Design mux4_rr_arbiter, sky130hd; sources not shown.
Figure 1. Signal wires on met1.
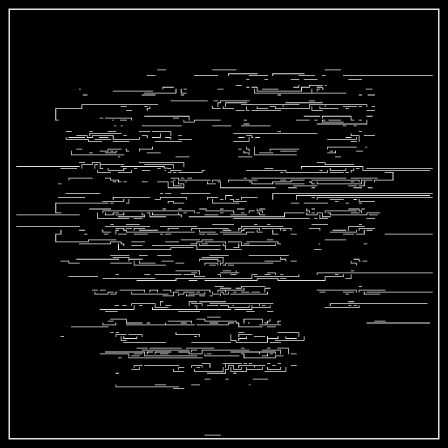
main direction	horizontal
wire length on this layer	2010 um
met1 usage: 0.186
Routed WL: 4.52 mm
via count: 1777

Figure 2. The metal 2 layer.
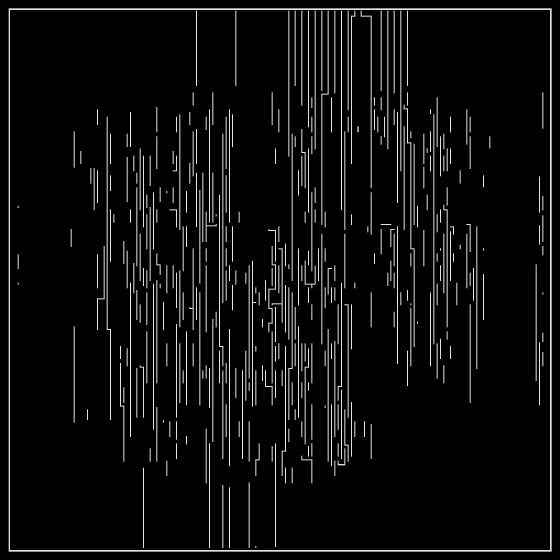
main direction	vertical
nets with wire on the layer	272
share of all routed wire	48%
met2 Track Usage GR: 0.287

Figure 3. Met3 routing.
The bar under the picture is 20 um long.
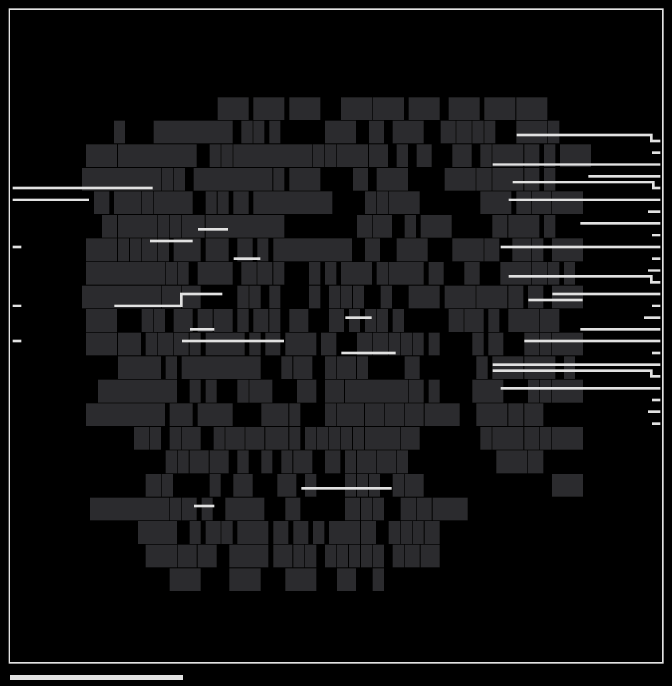
main direction	horizontal
share of all routed wire	7.0%
wire length on this layer	319 um
met3 Usage GRT: 0.0289

Figure 4. Track usage over the die.
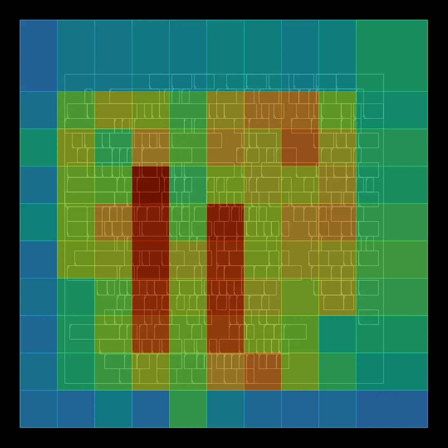
overall routing resource usage: 0.156
WL/cell: 12.7 um
Finished Core Util: 0.652
grt peak-use layer: met2

Figure 5. Register map, names as in the netlist.
The bar under the picture is 20 um long. Other sequential cells in the stronger gray, the rest of the logic in the fainter gray.
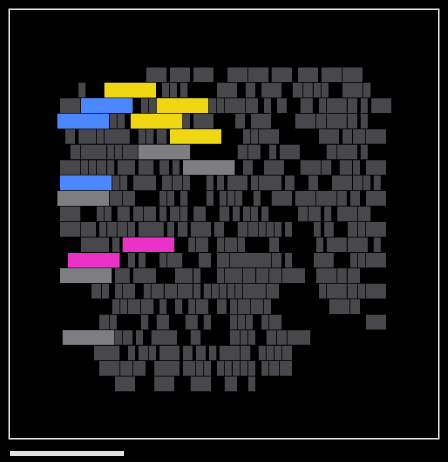
color	netlist name	flops
magenta	`sel`	2
blue	`hold`	3
yellow	`gnt`	4
not colored	5
sequential power: 366 uW
flip-flop and latch share of the layout cell area: 0.160
Reg area: 350 um2

==> impl_metrics.ini <==
; physical design summary
[run_status]
run_status = complete, no violations

[timing]
slew_headroom = 0.648
finalSetupViolations = 0
period_used_share = 0.963
drv_slew = 0
worst_slack_ns = 0.101
setup_tns_ns = 0
min_period_ns = 2.60

[final_layout]
clkbuf_count = 4
num_antenna_cells = 0
dominant_cells = multi-input combinational cells
nNetsFinal = 355
nonClkBufAreaFrac = 0.257
nMultiInputCombCells = 203
inverters = 32
instances_no_fill = 356
non_clock_buffer_count = 57
fin_area_um2 = 2190
drive_gt1_frac = 0.158
fillers = 333

[setup_path]
slowest_stage = clkdlybuf4s50_1
critPathRequiredTime_ns = 2.11
r2r_slack_ns = 0.35
worst-path-stages = 6
worstPathCellList = clkdlybuf4s50_1 > inv_1 > o21ai_1 > nand2_1 > nor2_1 > clkdlybuf4s50_1
cp.arrival_ns = 2.01
critPathCaptureType = output pin

[synthesis]
ys.flops = 14
yosys.area_share.aoi = 0.0588
topCellsByArea = dfrtp_1 (22%), nand2_1 (19%), nand3_1 (14%)
syn-num-nets = 301
synthCells = 257
logic_family = simple AND/OR/NAND/NOR gates
syn_avg_cell_area_um2 = 6.29
flop_cell = dfrtp_1
ys_seq_share = 0.217
ys_warn_count = 6
top_cell = nand2_1

[route]
vias_per_cell = 4.99
drtIter0Drc = 102
drcViolationCount = 0
firstDrtPassIters = 5
ant_nets = 0

[floorplan]
fp_util = 0.481
die.size.y_um = 75.3
ios = 55

[global_route]
grt_overflow = 0
grt_pass1_wl_mm = 7.18
first_global_vias = 1647
grt_antenna_before_repair = 0

[run]
maxCapViolations = 0

[pwr]
ir_drop_mv = 0.906
p_per_area_nw_per_um2 = 1440
switching_share = 0.566
p_int_uw = 1360
p_leak_uw = 0.00112
pg_clk_uw = 147

[place]
dpl.hpwl_mm = 3.66
port_buffers = 54
gp_congestion = 0.830
dp_cells = 352

[clock_tree]
cts_buffer_depth = 2
hold_buffers = 0
cts_resized = 0

[min_path]
whs_path_depth = 2
per-layer routing:
metal | track usage | part of all wire | vias up
met5 | 0 | 0 | -
met4 | 0.0213 | 0.0060 | 0
met3 | 0.0289 | 0.070 | 4
met2 | 0.287 | 0.48 | 50
met1 | 0.186 | 0.44 | 795
li1 | - | - | 928
placed cells by master, fill, tap and decap left out:
master,n
o21ai_0,4
dfrtp_1,14
nor2_4,1
a21oi_1,4
inv_1,26
o21ai_2,4
o21ai_1,4
nand2_1,84
nand2_2,23
buf_4,3
nand3_2,1
nor2_8,1
clkinv_1,1
clkbuf_4,3
clkdlybuf4s50_1,54
nor2_1,8
clkbuf_8,1
nand2_4,5
nand4_1,12
inv_2,5
nor2_2,2
ha_1,6
nand3_1,44
Power and IR drop assume default switching activity.
